`src/rtl/div_share_arbiter.sv`:
```
// Round-robin front end that shares one multi-cycle divider among NREQ issue lanes.
// A zero divisor bypasses the divider; a watchdog bounds the wait for div_valid.
module div_share_arbiter #(
  parameter int unsigned NREQ    = 2,
  parameter int unsigned DATA_W  = 32,
  parameter int unsigned TAG_W   = 4,
  parameter int unsigned MIN_LAT = 1,
  parameter int unsigned TIMEOUT = 64
) (
  input  logic                     clk,
  input  logic                     rst_n,
  input  logic [NREQ-1:0]          req_valid,
  output logic [NREQ-1:0]          req_ready,
  input  logic [NREQ-1:0]          req_op,
  input  logic [NREQ*DATA_W-1:0]   req_a,
  input  logic [NREQ*DATA_W-1:0]   req_b,
  input  logic [NREQ*TAG_W-1:0]    req_tag,
  output logic                     div_start,
  output logic                     div_op,
  output logic [DATA_W-1:0]        div_a,
  output logic [DATA_W-1:0]        div_b,
  input  logic                     div_valid,
  input  logic [DATA_W-1:0]        div_result,
  output logic                     rsp_valid,
  input  logic                     rsp_ready,
  output logic [$clog2(NREQ)-1:0]  rsp_id,
  output logic [TAG_W-1:0]         rsp_tag,
  output logic [DATA_W-1:0]        rsp_result,
  output logic                     rsp_err
);

  localparam int unsigned ID_W  = $clog2(NREQ);
  localparam int unsigned CNT_W = $clog2(TIMEOUT + 1);

  typedef enum logic [1:0] {S_IDLE, S_ISSUE, S_WAIT, S_RESP} state_e;

  state_e              state_q, state_d;
  logic [ID_W-1:0]     rr_ptr_q, rr_ptr_d;
  logic [CNT_W-1:0]    wait_cnt_q, wait_cnt_d;
  logic [ID_W-1:0]     id_q, id_d;
  logic                op_q, op_d;
  logic [DATA_W-1:0]   a_q, a_d;
  logic [DATA_W-1:0]   b_q, b_d;
  logic [TAG_W-1:0]    tag_q, tag_d;
  logic [DATA_W-1:0]   result_q, result_d;
  logic                err_q, err_d;

  logic                grant_found_c;
  logic [ID_W-1:0]     grant_id_c;
  logic                honoured_c;

  logic [DATA_W-1:0]   a_arr [NREQ];
  logic [DATA_W-1:0]   b_arr [NREQ];
  logic [TAG_W-1:0]    tag_arr [NREQ];

  for (genvar gi = 0; gi < NREQ; gi++) begin : g_unpack
    assign a_arr[gi]   = req_a[gi*DATA_W +: DATA_W];
    assign b_arr[gi]   = req_b[gi*DATA_W +: DATA_W];
    assign tag_arr[gi] = req_tag[gi*TAG_W +: TAG_W];
  end

  // First pending lane at or after rr_ptr, wrapping at NREQ.
  always_comb begin
    int unsigned idx;
    idx           = 0;
    grant_found_c = 1'b0;
    grant_id_c    = '0;
    for (int k = 0; k < int'(NREQ); k++) begin
      idx = int'(rr_ptr_q) + k;
      if (idx >= NREQ) idx = idx - NREQ;
      if (!grant_found_c && req_valid[ID_W'(idx)]) begin
        grant_found_c = 1'b1;
        grant_id_c    = ID_W'(idx);
      end
    end
  end

  // MIN_LAT masks a level div_valid left over from the previous operation.
  assign honoured_c = div_valid && (wait_cnt_q >= CNT_W'(MIN_LAT));

  always_ff @(posedge clk) begin
    if (!rst_n) begin
      state_q    <= S_IDLE;
      rr_ptr_q   <= '0;
      wait_cnt_q <= '0;
      id_q       <= '0;
      op_q       <= 1'b0;
      a_q        <= '0;
      b_q        <= '0;
      tag_q      <= '0;
      result_q   <= '0;
      err_q      <= 1'b0;
    end else begin
      state_q    <= state_d;
      rr_ptr_q   <= rr_ptr_d;
      wait_cnt_q <= wait_cnt_d;
      id_q       <= id_d;
      op_q       <= op_d;
      a_q        <= a_d;
      b_q        <= b_d;
      tag_q      <= tag_d;
      result_q   <= result_d;
      err_q      <= err_d;
    end
  end

  always_comb begin
    state_d    = state_q;
    rr_ptr_d   = rr_ptr_q;
    wait_cnt_d = wait_cnt_q;
    id_d       = id_q;
    op_d       = op_q;
    a_d        = a_q;
    b_d        = b_q;
    tag_d      = tag_q;
    result_d   = result_q;
    err_d      = err_q;
    case (state_q)
      S_IDLE: begin
        if (grant_found_c) begin
          id_d       = grant_id_c;
          op_d       = req_op[grant_id_c];
          a_d        = a_arr[grant_id_c];
          b_d        = b_arr[grant_id_c];
          tag_d      = tag_arr[grant_id_c];
          err_d      = 1'b0;
          wait_cnt_d = '0;
          if (b_arr[grant_id_c] == '0) begin
            result_d = req_op[grant_id_c] ? a_arr[grant_id_c] : '1;
            state_d  = S_RESP;
          end else begin
            state_d  = S_ISSUE;
          end
        end
      end
      S_ISSUE: begin
        wait_cnt_d = '0;
        state_d    = S_WAIT;
      end
      S_WAIT: begin
        if (honoured_c) begin
          result_d = div_result;
          err_d    = 1'b0;
          state_d  = S_RESP;
        end else if (wait_cnt_q == CNT_W'(TIMEOUT - 1)) begin
          result_d = '0;
          err_d    = 1'b1;
          state_d  = S_RESP;
        end else begin
          wait_cnt_d = wait_cnt_q + CNT_W'(1);
        end
      end
      S_RESP: begin
        if (rsp_ready) begin
          state_d  = S_IDLE;
          rr_ptr_d = (id_q == ID_W'(NREQ - 1)) ? '0 : id_q + ID_W'(1);
        end
      end
      default: state_d = S_IDLE;
    endcase
  end

  // Strobes decode straight from the state flop; payloads come from held registers.
  always_comb begin
    req_ready = '0;
    if (state_q == S_IDLE && grant_found_c) req_ready[grant_id_c] = 1'b1;
    div_start  = (state_q == S_ISSUE);
    rsp_valid  = (state_q == S_RESP);
    div_op     = op_q;
    div_a      = a_q;
    div_b      = b_q;
    rsp_id     = id_q;
    rsp_tag    = tag_q;
    rsp_result = result_q;
    rsp_err    = err_q;
  end

endmodule
```
`config.mk`:
```
export PLATFORM = sky130hd
export DESIGN_NAME = div_share_arbiter
export DESIGN_NICKNAME = d
export VERILOG_FILES = /design/src/rtl/div_share_arbiter.sv
export SDC_FILE = /design/constraint.sdc
export NUM_CORES = 1
export LEC_CHECK = 0
export CORE_MARGIN = 3
export CORE_UTILIZATION = 45
export CTS_CLUSTER_DIAMETER = 40
export DETAILED_ROUTE_END_ITERATION = 8
export HOLD_SLACK_MARGIN = 0.02
export PLACE_DENSITY_LB_ADDON = 0.1
export SYNTH_ARGS = -nofsm -noshare
export SYNTH_HDL_FRONTEND = slang
export SYNTH_SLANG_ARGS = --single-unit
```
`constraint.sdc`:
```
create_clock -name clk -period 6.24 [get_ports clk]
set_input_delay 0.624 -clock clk [delete_from_list [all_inputs] [get_ports clk]]
set_output_delay 0.624 -clock clk [all_outputs]
set_load 0.005 [all_outputs]
```
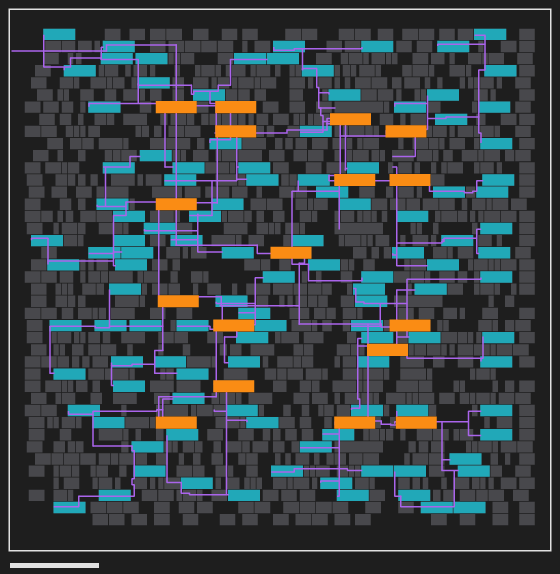
Fig. 1. Clock wires, drivers and flops (run 1).
The bar under the picture is 20 um long.
[clock wires] purple | length: 1570 um
[cells driving clock nets] orange | count: 17
[flip-flops] cyan | count: 113
flops lie: all over the die
skew final: 0.0116 ns
Clock Latency Late Sink: 0.41 ns

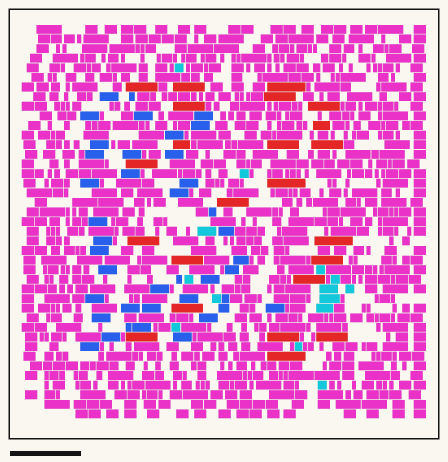
Fig. 2. Cell sizes after repair (run 1).
The bar under the picture is 20 um long.
[drive 2] blue | cells: 40 | share: 4.0%
[drive 3 to 4] cyan | cells: 14 | share: 1.4%
[drive 6 and up] red | cells: 23 | share: 2.3%
[drive 1 or less] magenta | cells: 922 | share: 92%
worst setup margin: 2.63 ns
post-layout instance area: 0.00941 mm^2
non-clock buffer total of the final layout: 288

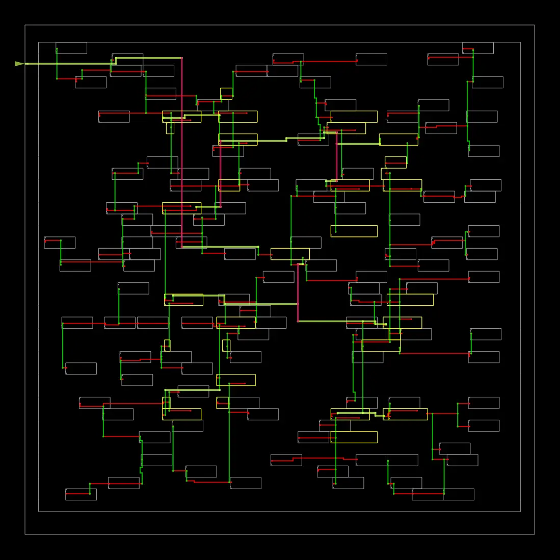
Fig. 3. Clock nets (run 1).
final-layout clock buffer total: 22
clock group total power: 1030 uW
clock sink total: 113
Flop Count: 113
cts bufs inserted: 17

==> results.txt, run 1 <==
This memo summarizes the results of the implementation run.

Layout
The layout cell share with drive strength beyond 1 is 0.0771. The number of standard cells in the layout, taps in and fillers out is 1172. The layout overhead on the synthesized area is 57.9%. The net count of the finished layout is 1169.

The flip-flop and latch area is 0.00226 mm^2. In the final layout, the fill cell count is 1029. The multi-input combinational cells in the finished layout cover a total of 0.00341 mm^2. Per the cell usage report, the commonest logic cell in the layout is clkdlybuf4s50_1.

Detailed routing
The detail route stage leaves a number of antenna-violating nets equal to 0. Wires add up to 21100 um. The script logs the ratio of routed vias to standard cells as 5.63.

The average wire length per cell after detail routing is 18.0 um. The detailed-routing iteration count for the pre-antenna-repair pass is 5. The count of unresolved DRC violations after routing is 0.

CTS
The report lists the number of cells resized after CTS as 0. TritonCTS built the clock tree. The post-cts hold buffer count is 0. Clock tree synthesis selected as its root buffer the cell clkbuf_16.

The number of buffers on the longest clock path is 2.

Power and ir drop
Power comes to 3290 uW. The power density of the placed cells is 350 mW/mm^2. The leakage power in the latest report is 0.00333 uW.

Hold path
The end point of the most critical hold path is rsp_tag[3]$_SDFFE_PN0P_. STA reports the tightest min-delay check as being of type register to register.

Placed design
After detailed placement, the design holds a cell count of 1139. Routability-driven placement finished with a final weighted congestion of 0.853. The port buffer count is 282.

Yosys
The number of warnings printed during yosys synthesis is 0. The share of synthesized cell area in and-or and or-and compound cells is 0.236. Synthesis produced 750 cells. The synthesized area per cell is 7.94 um^2. The adder and majority gate portion of the synthesized area is 0.0147. The largest family of logic cells by area is simple AND/OR/NAND/NOR gates. The yosys stat chip area is 0.00596 mm^2. The synthesized design contains 0 enable-type register cells. In this run, synthesis produced a sequential element count of 113. The area fraction in and, or, nand and nor cells after synthesis is 0.308.

Post-synth the commonest register cell is dfxtp_1.

Run status
The run finished with clean final reports.

Critical path
The arrival time of data at the worst endpoint is listed as 3.83 ns. The reg2reg setup slack is 2.63 ns. The capture point of the worst register-to-register path is recorded as rsp_result[5]$_SDFFE_PN0P_.

The worst setup path is captured at a register. The launch instance of the worst register-to-register path is state_q[0]$_SDFFE_PN0P_.

Final timing
The final count of negative-setup-slack endpoints is 0. The final clock period utilization by the worst path is 0.578. In the final timing run, aggregate negative setup slack is 0 ns. Looking at the max-slew report, the worst-margin pin has a slew of 1.17 ns.

Timing would allow up to 0.277 GHz. The number of pins exceeding their max-slew limit in the final report is 0.

Global route
The pin count of the biggest net entering global routing is 89. The number of global-route vias before repair came to 6248. The initial antenna violation count was 0.

The global-route congestion overflow total is 0.

Floorplanning
The standard-cell row count is 41. In the floorplan report the effective utilization is 0.466. The overall die size recorded for this design is 0.0147 mm^2. The horizontal extent of the die is 121 um. The core outline area is 0.0128 mm^2.

Job
The number of warning messages in the logs is 31. Max-cap violations in this run came to 0.
==> run 1: metrics by stage <==
| step | util | hold slack (ns) | cell area [um^2] |
|---|---|---|---|
| 3_3_place_gp | 0.687 | 0.445 | 8780 |
| 4_1_cts | 0.736 | 0.458 | 9400 |
| 3_5_place_dp | 0.687 | 0.451 | 8780 |
| 2_1_floorplan | - | 0.448 | 5960 |
| 6_report | 0.736 | 0.454 | 9410 |
| 5_1_grt | 0.736 | 0.495 | 9400 |
==> run 1: layout make-up <==
class                      instances  share of cell area
tap                              172              0.0229
antenna                            1            0.000266
sequential                       113               0.241
clock buffer                      22              0.0494
timing repair buffer             288               0.305
multi-input combinational        559               0.362
inverter                           7             0.00306
clock inverter                    10              0.0168
==> run 1: flip-flops by register name, summed over array words and instances (netlist names) <==
| register | count |
|---|---|
| div_a | 32 |
| div_b | 32 |
| div_op | 1 |
| rr_ptr_q | 1 |
| rsp_err | 1 |
| rsp_id | 1 |
| rsp_result | 32 |
| rsp_tag | 4 |
| state_q | 2 |
| wait_cnt_q | 7 |
==> run 1: per-layer routing <==
metal | global-route usage | part of all wire
met1 | 0.339 | 0.40
met2 | 0.471 | 0.49
met3 | 0.0984 | 0.094
met4 | 0.0800 | 0.017
met5 | 0 | 0
==> run 1: cell usage after synthesis, types with 2 or more instances <==
master	n	area share
nand3_1	2	0.0017
o21ai_1	3	0.0025
o21a_1	2	0.0025
buf_2	4	0.0034
nor3_1	38	0.032
clkbuf_1	60	0.038
inv_1	6	0.0038
nand2_1	144	0.091
a221oi_1	3	0.0044
nor2_1	112	0.071
and2_1	2	0.0021
a311oi_1	65	0.096
ha_1	7	0.015
dfxtp_1	113	0.38
buf_1	4	0.0025
nor3b_1	65	0.082
xor2_1	4	0.0059
a22oi_1	3	0.0038
a21oi_1	40	0.034
nand4_1	7	0.0073
o221ai_1	2	0.0029
a221oi_2	30	0.076
buf_6	3	0.0057
nor4_1	12	0.013
or4_1	2	0.0025
==> run 1: worst max-delay path, cell delays in order (launching register included) <==
cell,delay (ns)
dfxtp_1,0.32
inv_1,0.13
ha_2,0.76
o211a_1,1.06
a21oi_2,0.03
nor2_2,0.12
buf_4,0.34
a21o_4,0.46
a221oi_1,0.16
==> run 1: power breakdown <==
group          switching [uW]  internal [uW]  leakage, uW
clock network             342            687     0.000296
registers                97.6            901     0.000928
logic                     620            644      0.00210
total                    1060           2230      0.00333
==> run 1: kinds of logic (layout without fill, tap and decap cells) <==
family | Yosys count | in the layout
simple gates | 389 | 389
compound gates | 158 | 158
flops | 113 | 113
buf+inv | 78 | 327
fa+ha+maj | 7 | 7
xor+xnor | 4 | 4
mux | 1 | 1
other cells | 0 | 1
==> run 1: worst max path at each step <==
stage,cells after the start,to
floorplan,10,rsp_result[11]$_SDFFE_PN0P_
global placement,7,rsp_result[5]$_SDFFE_PN0P_
detailed placement,7,rsp_result[4]$_SDFFE_PN0P_
CTS,8,rsp_result[5]$_SDFFE_PN0P_
global route,8,rsp_result[5]$_SDFFE_PN0P_
finish,8,rsp_result[5]$_SDFFE_PN0P_
==> run 2, diff against run 1 <==
CORE_UTILIZATION = 38   (was 45)
clock period = 3.3 ns   (was 6.24 ns; I/O delays follow)
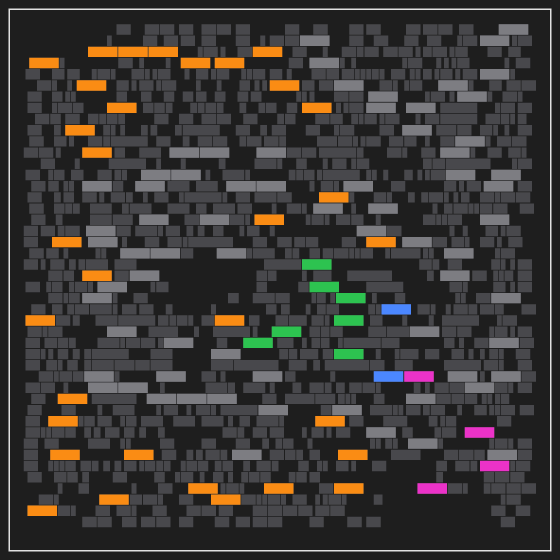
Fig. 4. Sequential cells grouped by signal name (run 2).
[`wait_cnt_q`] green | placed flops: 7 | where: middle
[`state_q`] blue | placed flops: 2
[`rsp_tag`] magenta | placed flops: 4 | where: bottom right
[`div_a`] orange | placed flops: 32
not colored: 68
reported sequential group power: 1880 uW
share of the final layout cell area in sequential cells: 0.234

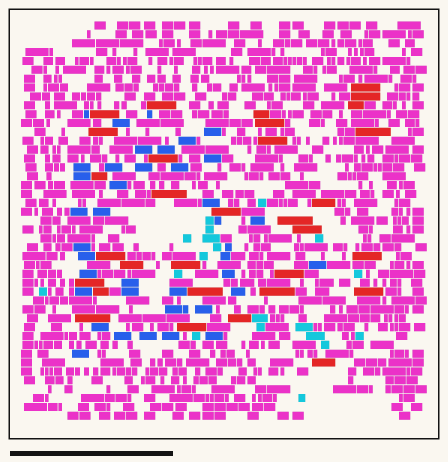
Fig. 5. Cell sizes after repair (run 2).
The bar under the picture is 50 um long.
[drive 6 and up] red | cells: 31 | share: 3.1%
[drive 1 or less] magenta | cells: 920 | share: 91%
[drive 2] blue | cells: 40 | share: 4.0%
[drive 3 to 4] cyan | cells: 19 | share: 1.9%
worst setup margin: 0.671 ns
post-layout instance area: 0.00965 mm^2

==> run 2 against run 1 <==
- clock skew fell by 0.0013 ns
- hold slack got worse by 0.0042 ns
- sequential cell count unchanged
- highest routed layer unchanged
- total power is 96% higher
- sequential share of layout area is 0.61 points lower
==> results.txt, run 2 <==
This memo summarizes the results of the implementation run.

Run status
The run finished with clean final reports.

CTS
Counting every sink on the clock net gives 113. The number of buffers on the longest clock path is 2. CTS placed an instance of clkbuf_16 at the clock tree root.

The clock tree from TritonCTS is built. TritonCTS created 17 clock buffers. In this run, post-CTS hold repair placed 0 buffers.

Yosys
The synthesis report names the predominant flop master as dfxtp_1. The synthesized netlist has a Yosys-reported chip area of 0.00596 mm^2. The most common cell in the synthesized netlist is nand2_1. The number of flip-flops and latches in the synthesized netlist is 113. By area the synthesized netlist is led by dfxtp_1 (38%), a311oi_1 (9.6%), nand2_1 (9.1%). The number of instances in the synthesized netlist is 750.

The number of warnings printed during yosys synthesis is 0. Of the post-synthesis cell area, the dominant cell type holds 0.380. In this run, synthesis inferred 0 flip-flops with an integrated enable.

Critical path
The endpoint arrival time on the critical path is 2.30 ns. The kind of cell with the highest combined delay along the critical path is buffers and inverters. Along the critical path, the tally of buffer and inverter instances is 3.

In the setup report, the worst path falls into the class register to primary output. The signal on the critical path passes through inv_1 -> ha_1 -> o21ai_1 -> nor2_1 -> buf_4 -> clkdlybuf4s50_1. The slowest stage of the critical path is the clkdlybuf4s50_1 cell. The launch instance of the worst register-to-register path is wait_cnt_q[1]$_SDFFE_PN0P_.

Layout
The core occupancy in the finished layout is 0.632. From synthesis to final layout, the design area changed by 61.9%. In the final layout, the share of cells above drive strength 1 is 0.0891.

Job
The report counts max-capacitance violations totalling 0. The number of warning messages in the logs is 33.

Placed design
Input and output buffers added on the ports amount to 282. The placer congestion estimate is 0.816.

Detailed routing
After detailed routing, the average wire length per cell comes to 17.6 um. Nets still carrying antenna violations after routing amount to 0. The count of unresolved DRC violations after routing is 0.

Wires add up to 21500 um. The ratio of routed vias to standard cells is 5.38.

Final timing
The final count of negative-setup-slack endpoints is 0. The number of pins exceeding their max-slew limit in the final report is 0. The worst clock skew is 0.0103 ns.

The setup TNS is 0 ns. The pin closest to its max-slew limit shows a slew of 0.866 ns. Static timing analysis puts the maximum clock frequency at 0.380 GHz. In the finished design, the share of the clock period the worst path needs comes to 0.797.

Floorplanning
The core utilization at floorplan is 0.390. In this run the horizontal extent of the chip is 131 um. The core outline area is 0.0153 mm^2. For reference, the placement row count at floorplan is 45.

Global route
Summed over all layers, the global routing overflow is 0. Entering global routing, the biggest net connects 131 pins. The initial antenna violation count is 0.

The number of global-route vias before repair is 6327.

Power and ir drop
The power density of the placed cells is 670 mW/mm^2.
[run 2: metrics by stage]
stage | std cells | instance area, um^2
3_5_place_dp | 1189 | 8960
6_report | 1221 | 9650
2_1_floorplan | 750 | 5960
3_3_place_gp | 1189 | 8960
4_1_cts | 1221 | 9650
5_1_grt | 1221 | 9650
[run 2: layer usage]
layer  routed length [um]  share of wire  vias to the layer above  GRT usage
met5                    0              0                        -          0
met4                  473          0.022                        0     0.0817
met3                 1980          0.092                       30     0.0777
met2                10200           0.48                      271      0.399
met1                 8830           0.41                     3040      0.308
li1                     -              -                     3228          -
[run 2: final cells by class]
class | count | area, um^2
fill | 1326 | 5610
multi-input combinational | 559 | 3410
timing repair buffer | 299 | 3000
sequential | 113 | 2260
clock buffer | 22 | 484
tap | 211 | 264
clock inverter | 10 | 203
inverter | 7 | 28.8
[run 2: cell families (layout without fill, tap and decap cells)]
logic type	count (synthesis)	count (layout)	share of synthesized area
XOR/XNOR	4	4	0.00588
buffers and inverters	78	338	0.0538
adder cells (fa/ha/maj)	7	7	0.0147
flip-flops	113	113	0.380
AND-OR/OR-AND	158	158	0.236
multiplexers	1	1	0.00189
AND/OR/NAND/NOR	389	389	0.308
[run 2: worst paths after layout]
check,slack (ns),end,cells past startpoint
setup / recovery,0.67,req_ready[0],6
hold reg to reg,0.45,rsp_tag[3]$_SDFFE_PN0P_,2
setup reg to reg,0.68,rsp_result[4]$_SDFFE_PN0P_,8
hold / removal,0.45,rsp_tag[3]$_SDFFE_PN0P_,2
[run 2: worst register-to-register path, stage by stage, from the launching register on]
cell and delay (ns):
dfxtp_1 0.38, inv_1 0.08, ha_1 0.17, or4_1 0.43
o211a_1 0.48, a21oi_2 0.22, nor2_2 0.06, a21o_4 0.37
a221oi_1 0.34
[run 2: power breakdown]
group | internal, uW | switching [uW] | leakage, uW
combinational | 1250 | 1200 | 0.00218
sequential | 1700 | 174 | 0.000928
clock | 1490 | 645 | 0.000336
Power is estimated from default activity; no workload was simulated.
